## config.mk

```make
export PLATFORM = sky130hd
export DESIGN_NAME = svc_soc_uart_capture_flat
export DESIGN_NICKNAME = d
export VERILOG_FILES = /design/src/rtl/svc_soc_uart_capture_pkg.sv /design/src/rtl/svc_soc_uart_capture_if.sv /design/src/rtl/svc_soc_uart_capture_fifo.sv /design/src/rtl/svc_soc_uart_capture.sv /design/src/flat_wrapper.sv
export SDC_FILE = /design/constraint.sdc
export NUM_CORES = 1
export LEC_CHECK = 0
export ABC_AREA = 1
export CORE_UTILIZATION = 60
export DETAILED_ROUTE_END_ITERATION = 12
export PLACE_DENSITY = 0.83
export SKIP_CTS_REPAIR_TIMING = 1
export SLEW_MARGIN = 30
export SYNTH_ARGS = -nofsm -noshare
export SYNTH_HDL_FRONTEND = slang
export SYNTH_SLANG_ARGS = --single-unit
```

## constraint.sdc

```tcl
create_clock -name clk -period 5.6 [get_ports clk]
set_input_delay 1.12 -clock clk [delete_from_list [all_inputs] [get_ports clk]]
set_output_delay 1.12 -clock clk [all_outputs]
set_load 0.02 [all_outputs]
```

## src/rtl/svc_soc_uart_capture_pkg.sv

```systemverilog
// Purpose : shared types, FSM state encoding and baud-timing helpers for the UART capture block.
// Latency : n/a (declarations only).
// Backpressure: n/a.
package svc_soc_uart_capture_pkg;

    typedef logic [7:0] byte_t;

    typedef enum logic [2:0] {
        IDLE    = 3'd0,
        START   = 3'd1,
        DATA    = 3'd2,
        STOP    = 3'd3,
        RECOVER = 3'd4
    } state_t;

    // Clocks per bit, integer divide.
    function automatic int unsigned calc_cpb(input int unsigned clock_freq,
                                             input int unsigned baud_rate);
        return clock_freq / baud_rate;
    endfunction

    // Half a bit period: start-bit sample lands mid-bit.
    function automatic int unsigned calc_half(input int unsigned clock_freq,
                                              input int unsigned baud_rate);
        return calc_cpb(clock_freq, baud_rate) / 2;
    endfunction

endpackage

```

## src/rtl/svc_soc_uart_capture_if.sv

```systemverilog
// Purpose : byte stream from the capture FIFO to its consumer.
// Latency : n/a (wires only).
// Backpressure: byte is held while m_valid && !m_ready; transfer on m_valid && m_ready.
// Ports   : m_valid/m_data driven by master, m_ready driven by slave.
interface svc_soc_uart_capture_if;
    import svc_soc_uart_capture_pkg::*;

    logic  m_valid;
    byte_t m_data;
    logic  m_ready;

    modport master (output m_valid, output m_data, input  m_ready);
    modport slave  (input  m_valid, input  m_data, output m_ready);
endinterface

```

## src/rtl/svc_soc_uart_capture_fifo.sv

```systemverilog
// Purpose : synchronous byte FIFO with registered occupancy; head byte read from storage at rd pointer.
// Latency : push on edge n -> head visible (empty low) after edge n.
// Backpressure: push ignored while full unless a pop happens in the same cycle (slot is reused).
// Ports   : push/push_dat in, pop in, full/empty/head_dat out.
module svc_soc_uart_capture_fifo
    import svc_soc_uart_capture_pkg::*;
#(
    parameter int unsigned DEPTH = 16
) (
    input  logic  clk,
    input  logic  rst_n,
    input  logic  push,
    input  byte_t push_dat,
    input  logic  pop,
    output logic  full,
    output logic  empty,
    output byte_t head_dat
);
    localparam int AW = (DEPTH > 1) ? $clog2(DEPTH) : 1;
    localparam int CW = AW + 1;
    localparam logic [CW-1:0] DEPTH_C = CW'(DEPTH);

    logic [AW-1:0] wr_ptr_q, wr_ptr_d;
    logic [AW-1:0] rd_ptr_q, rd_ptr_d;
    logic [CW-1:0] cnt_q,    cnt_d;
    byte_t         mem_q [DEPTH];
    logic          do_push, do_pop;

    always_comb begin
        full     = (cnt_q == DEPTH_C);
        empty    = (cnt_q == '0);
        do_pop   = pop && !empty;
        // A pop in the same cycle frees the slot the write lands in, so full is no obstacle then.
        do_push  = push && (!full || do_pop);
        head_dat = empty ? '0 : mem_q[rd_ptr_q];

        wr_ptr_d = do_push ? wr_ptr_q + AW'(1) : wr_ptr_q;
        rd_ptr_d = do_pop  ? rd_ptr_q + AW'(1) : rd_ptr_q;
        cnt_d    = cnt_q;
        if (do_push && !do_pop) begin
            cnt_d = cnt_q + CW'(1);
        end else if (do_pop && !do_push) begin
            cnt_d = cnt_q - CW'(1);
        end
    end

    always_ff @(posedge clk or negedge rst_n) begin
        if (!rst_n) begin
            wr_ptr_q <= '0;
            rd_ptr_q <= '0;
            cnt_q    <= '0;
        end else begin
            wr_ptr_q <= wr_ptr_d;
            rd_ptr_q <= rd_ptr_d;
            cnt_q    <= cnt_d;
        end
    end

    // Storage needs no reset: head_dat is masked while empty.
    always_ff @(posedge clk) begin
        if (do_push) begin
            mem_q[wr_ptr_q] <= push_dat;
        end
    end
endmodule

```

## src/rtl/svc_soc_uart_capture.sv

```systemverilog
// Purpose : 8N1 UART receiver; synchronizes urx, deserializes frames, drops bad-stop frames, buffers good bytes.
// Latency : m_valid rises one cycle after the stop-bit sample (t0 + HALF + 9*CPB + 1, t0 = first low urx_s cycle).
// Backpressure: FIFO absorbs FIFO_DEPTH bytes; a good byte arriving while full (no pop) is dropped with an overflow pulse.
// Ports   : clk, rst_n, urx in; m (stream master); busy, frame_err, overflow out.
module svc_soc_uart_capture
    import svc_soc_uart_capture_pkg::*;
#(
    parameter int unsigned CLOCK_FREQ = 25_000_000,
    parameter int unsigned BAUD_RATE  = 115_200,
    parameter int unsigned FIFO_DEPTH = 16
) (
    input  logic                          clk,
    input  logic                          rst_n,
    input  logic                          urx,
    svc_soc_uart_capture_if.master        m,
    output logic                          busy,
    output logic                          frame_err,
    output logic                          overflow
);
    localparam int unsigned CPB  = calc_cpb(CLOCK_FREQ, BAUD_RATE);
    localparam int unsigned HALF = calc_half(CLOCK_FREQ, BAUD_RATE);
    localparam int          CW   = $clog2(CPB);
    // The counter is loaded with N-1 so that expiry (zero) lands exactly N cycles after entry.
    localparam logic [CW-1:0] CPB_RELOAD  = CW'(CPB - 1);
    localparam logic [CW-1:0] HALF_RELOAD = CW'(HALF - 1);

    logic [1:0]    sync_q,      sync_d;
    state_t        state_q,     state_d;
    logic [CW-1:0] cnt_q,       cnt_d;
    logic [2:0]    idx_q,       idx_d;
    byte_t         shift_q,     shift_d;
    logic          frame_err_q, frame_err_d;
    logic          overflow_q,  overflow_d;

    logic urx_s, expire, push, pop, fifo_full, fifo_empty;

    assign urx_s  = sync_q[1];
    assign expire = (cnt_q == '0);

    // State register
    always_ff @(posedge clk or negedge rst_n) begin
        if (!rst_n) begin
            sync_q      <= 2'b11;
            state_q     <= IDLE;
            cnt_q       <= '0;
            idx_q       <= '0;
            shift_q     <= '0;
            frame_err_q <= 1'b0;
            overflow_q  <= 1'b0;
        end else begin
            sync_q      <= sync_d;
            state_q     <= state_d;
            cnt_q       <= cnt_d;
            idx_q       <= idx_d;
            shift_q     <= shift_d;
            frame_err_q <= frame_err_d;
            overflow_q  <= overflow_d;
        end
    end

    // Next state
    always_comb begin
        sync_d  = {sync_q[0], urx};
        state_d = state_q;
        cnt_d   = cnt_q;
        idx_d   = idx_q;
        shift_d = shift_q;
        unique case (state_q)
            IDLE: begin
                if (!urx_s) begin
                    state_d = START;
                    cnt_d   = HALF_RELOAD;
                end
            end
            START: begin
                if (!expire) begin
                    cnt_d = cnt_q - CW'(1);
                end else if (!urx_s) begin
                    state_d = DATA;
                    cnt_d   = CPB_RELOAD;
                    idx_d   = '0;
                end else begin
                    // Line went back high before mid-start-bit: treat as a glitch.
                    state_d = IDLE;
                end
            end
            DATA: begin
                if (!expire) begin
                    cnt_d = cnt_q - CW'(1);
                end else begin
                    shift_d = {urx_s, shift_q[7:1]};
                    cnt_d   = CPB_RELOAD;
                    if (idx_q == 3'd7) begin
                        state_d = STOP;
                    end else begin
                        idx_d = idx_q + 3'd1;
                    end
                end
            end
            STOP: begin
                if (!expire) begin
                    cnt_d = cnt_q - CW'(1);
                end else begin
                    state_d = urx_s ? IDLE : RECOVER;
                end
            end
            RECOVER: begin
                // A break or stuck-low line must not be mistaken for a fresh start bit.
                if (urx_s) begin
                    state_d = IDLE;
                end
            end
            default: state_d = IDLE;
        endcase
    end

    // Outputs
    always_comb begin
        busy        = (state_q != IDLE);
        push        = (state_q == STOP) && expire && urx_s;
        frame_err_d = (state_q == STOP) && expire && !urx_s;
        pop         = m.m_valid && m.m_ready;
        overflow_d  = push && fifo_full && !pop;
        frame_err   = frame_err_q;
        overflow    = overflow_q;
        m.m_valid   = !fifo_empty;
    end

    svc_soc_uart_capture_fifo #(
        .DEPTH (FIFO_DEPTH)
    ) u_fifo (
        .clk      (clk),
        .rst_n    (rst_n),
        .push     (push),
        .push_dat (shift_q),
        .pop      (pop),
        .full     (fifo_full),
        .empty    (fifo_empty),
        .head_dat (m.m_data)
    );
endmodule

```

## src/flat_wrapper.sv

```systemverilog
// flat-port wrapper written by rule: the top's interface ports become plain ports
module svc_soc_uart_capture_flat import svc_soc_uart_capture_pkg::*;
#(
    parameter int unsigned CLOCK_FREQ = 25_000_000,
    parameter int unsigned BAUD_RATE  = 115_200,
    parameter int unsigned FIFO_DEPTH = 16
)
  (clk, rst_n, urx, busy, frame_err, overflow, m_m_valid, m_m_data, m_m_ready);
  svc_soc_uart_capture_if m_i ();
  input  logic clk;
  input  logic rst_n;
  input  logic urx;
  output logic busy;
  output logic frame_err;
  output logic overflow;
  output wire logic [$bits(m_i.m_valid)-1:0] m_m_valid;
  output wire logic [$bits(m_i.m_data)-1:0] m_m_data;
  input wire logic [$bits(m_i.m_ready)-1:0] m_m_ready;
  assign m_m_valid = m_i.m_valid;
  assign m_m_data = m_i.m_data;
  assign m_i.m_ready = m_m_ready;
  svc_soc_uart_capture #(.CLOCK_FREQ(CLOCK_FREQ), .BAUD_RATE(BAUD_RATE), .FIFO_DEPTH(FIFO_DEPTH)) u_core (.clk(clk), .rst_n(rst_n), .urx(urx), .m(m_i), .busy(busy), .frame_err(frame_err), .overflow(overflow));
endmodule
```

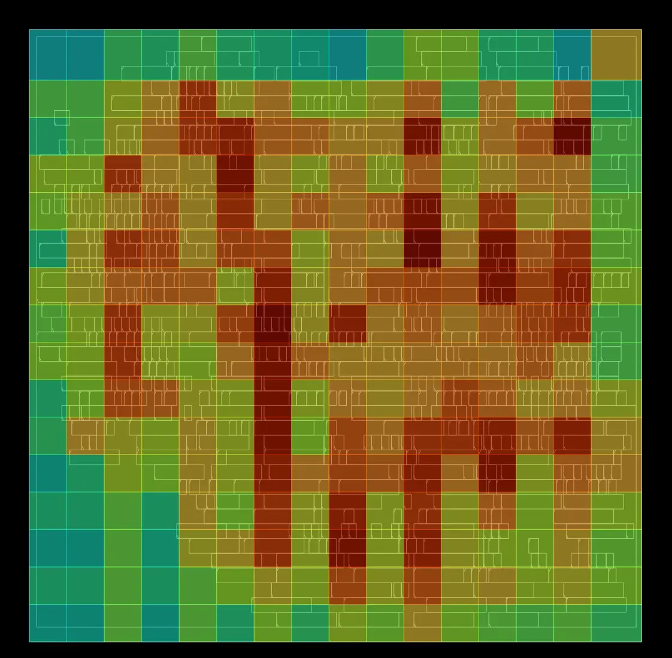
*Routing congestion, run 1*
WL per Instance: 18.10 µm
M2 GR Usage: 0.4580

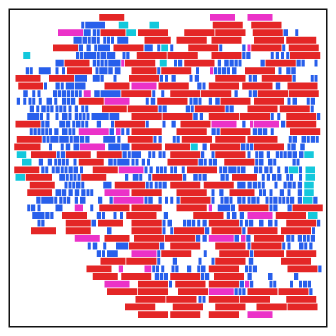
*Placement by cell class, run 1*
| class | colour | cells | share of their area |
|---|---|---|---|
| sequential cells | red | 167 | 61% |
| clock drivers and dummy loads | magenta | 31 | 6.9% |
| remaining buffers and delay cells | cyan | 18 | 2.1% |
| combinational and other logic | blue | 516 | 30% |

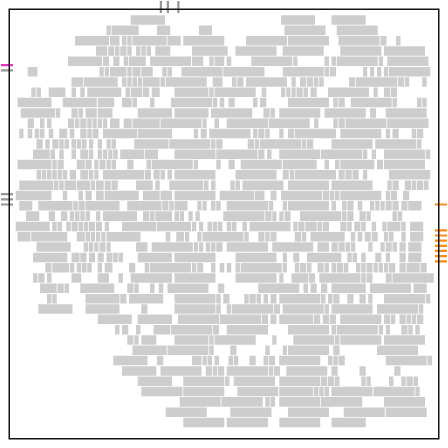
*Pin placement, run 1*
Pins as bars across the die edge, other pins in grey.
| port | colour | pins | direction | edge |
|---|---|---|---|---|
| `clk` | magenta | 1 | input | west |
| `m_m_data` | orange | 8 | output | east |
I/O Buffers: 15
die span in y: 112.8 µm
Die Wd: 112.8 µm

==> results.cfg, run 1 <==
; generated from flow reports
[final_timing]
tightest_slew_ns = 0.9138
hold_viol = 0
setup_violations = 0
max_slew_margin = 0.3885
fmax_mhz = 255.2

[final_layout]
post-route-util = 0.6786
buffers = 18
nets = 738
dominant_cells = registers
largest_register = u_core.u_fifo.mem_q
nClkBuffers = 22
seq_area_frac = 0.5917

[detailed_routing]
drt_iter0_markers = 565

[placed_design]
dp_worst_setup_slack_ns = 2.122
dp.cells = 848
hpwl_um = 10240

[worst_setup_path]
critPathBufInv = 2
regToRegEndpoint = u_core.u_fifo.cnt_q[4]
cp-end-kind = output port

[synthesis]
synth.top_cell.area_share = 0.5217
yosys.area_share.adder = 0.02480
mux_share = 0.001529
edf_count = 128

[clock_tree]
cts_tree = done

[status]
status = finished clean

[global_route]
grt_overflow = 0
grt_pass1_vias = 4987
met1_usage = 0.3347

[power]
power.share.switching = 0.3268
sequentialPowerShare = 0.414
ir_worst_vdd_uv = 252.6
--- run 2 (diff from run 1) ---
Clock period 5.6 ns to 4.1 ns, I/O delays scaled along.
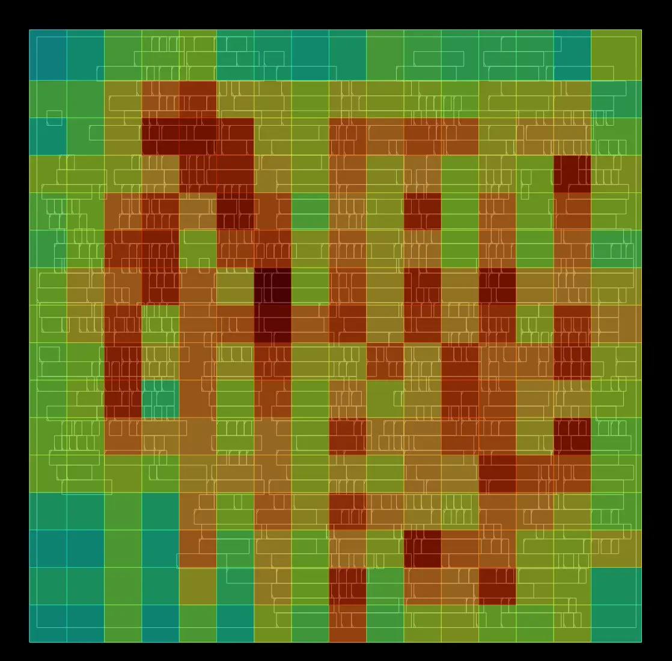
*Routing congestion, run 2*
met3 global-route usage: 0.05517
global-route usage over all layers: 0.2565

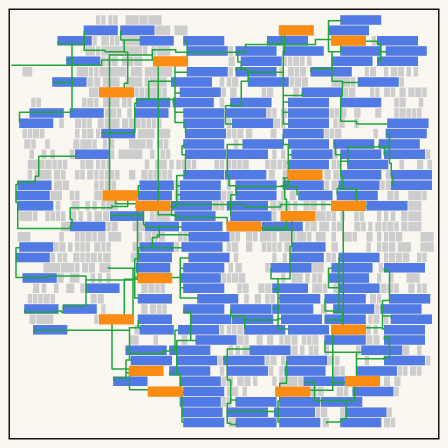
*Clock wires, drivers and flops, run 2*
[flip-flops] blue | count: 167
[clock wires] green | length: 1,620 µm
[clock drivers] orange | count: 17
flops lie: widely spread
Fin Clk Skew: 0.008301 ns
Clk. pwr: 1.46 mW
Clk pwr share: 0.313
clk ins delay skew pair: 0.42 ns

==> results.cfg, run 2 <==
; generated from flow reports
[final_timing]
hold_viol = 0
tightest_slew_ns = 0.7927
setup_violations = 0

[clock_tree]
cts_tree = done

[placed_design]
io_buffers = 15
hpwl_um = 9707

[worst_setup_path]
cp-end-kind = output port
regToRegEndpoint = u_core.u_fifo.cnt_q[4]
critPathBufInv = 2

[final_layout]
nets = 741
nClkBuffers = 24
dominant_cells = registers
post-route-util = 0.6804
largest_register = u_core.u_fifo.mem_q

[floorplanning]
die_h_um = 112.8
die_width_um = 112.8

[global_route]
grt_overflow = 0
grt_util_met2 = 0.4272
met1_usage = 0.3126

[status]
status = finished clean

[detailed_routing]
post_drt_wl_per_cell_um = 17.45

[synthesis]
synth.top_cell.area_share = 0.5217

[power]
ir_worst_vdd_uv = 365.0
--- run 3 (diff from run 2) ---
Settings changed: MAX_ROUTING_LAYER set to met4.
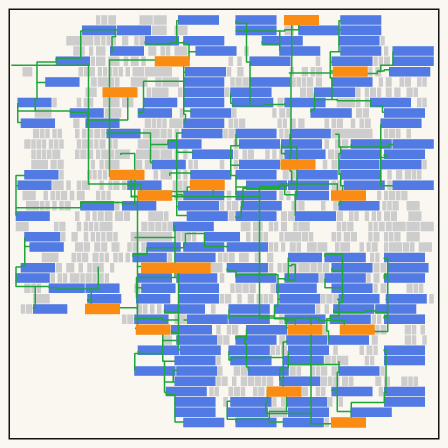
*Clock wires, drivers and flops, run 3*
Fin Clk Skew: 0.008085 ns
Clk. pwr: 1.58 mW
Clk pwr share: 0.332

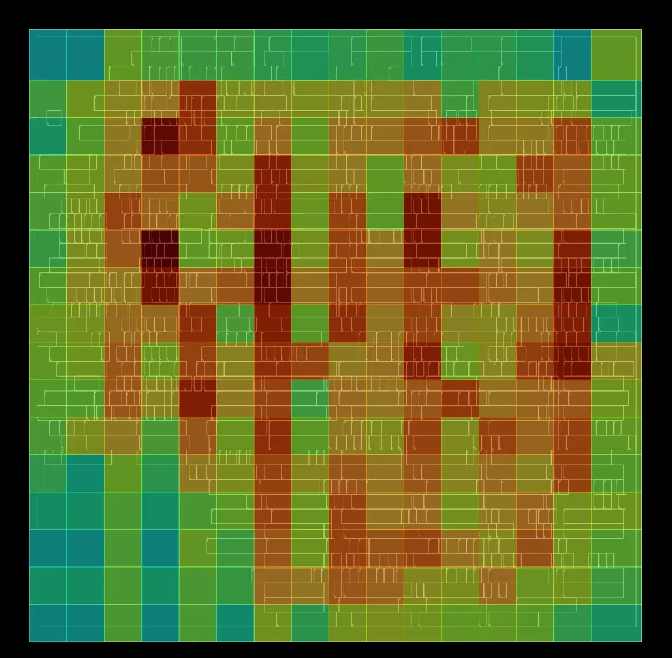
*Routing congestion, run 3*
WL per Instance: 16.54 µm
Most Used Layer, Global Route: met2
met3 global-route usage: 0.05892
met1 usage in global routing: 0.3155
M2 GR Usage: 0.3955

==> results.cfg, run 3 <==
; generated from flow reports
[clock_tree]
clk_latency_ns = 0.42

[floorplanning]
die_h_um = 112.8

[final_layout]
nClkBuffers = 20
nets = 742
post-route-util = 0.6854
design_area_um2 = 8233
dominant_cells = registers
largest_register = u_core.u_fifo.mem_q
n_antenna_cell = 0

[power]
internal_power_mw = 3.217
ir_worst_vdd_uv = 328.7

[worst_setup_path]
cp-end-kind = output port
critPathBufInv = 3
regToRegEndpoint = u_core.u_fifo.cnt_q[4]

[placed_design]
hpwl_um = 9395
io_buffers = 15

[status]
status = finished clean

[final_timing]
setup_violations = 0
hold_viol = 0
tightest_slew_ns = 0.8105

[global_route]
grt_overflow = 0
grt.total_usage = 0.2535
Power figures rest on the tool's default switching activity, not on a simulated workload.
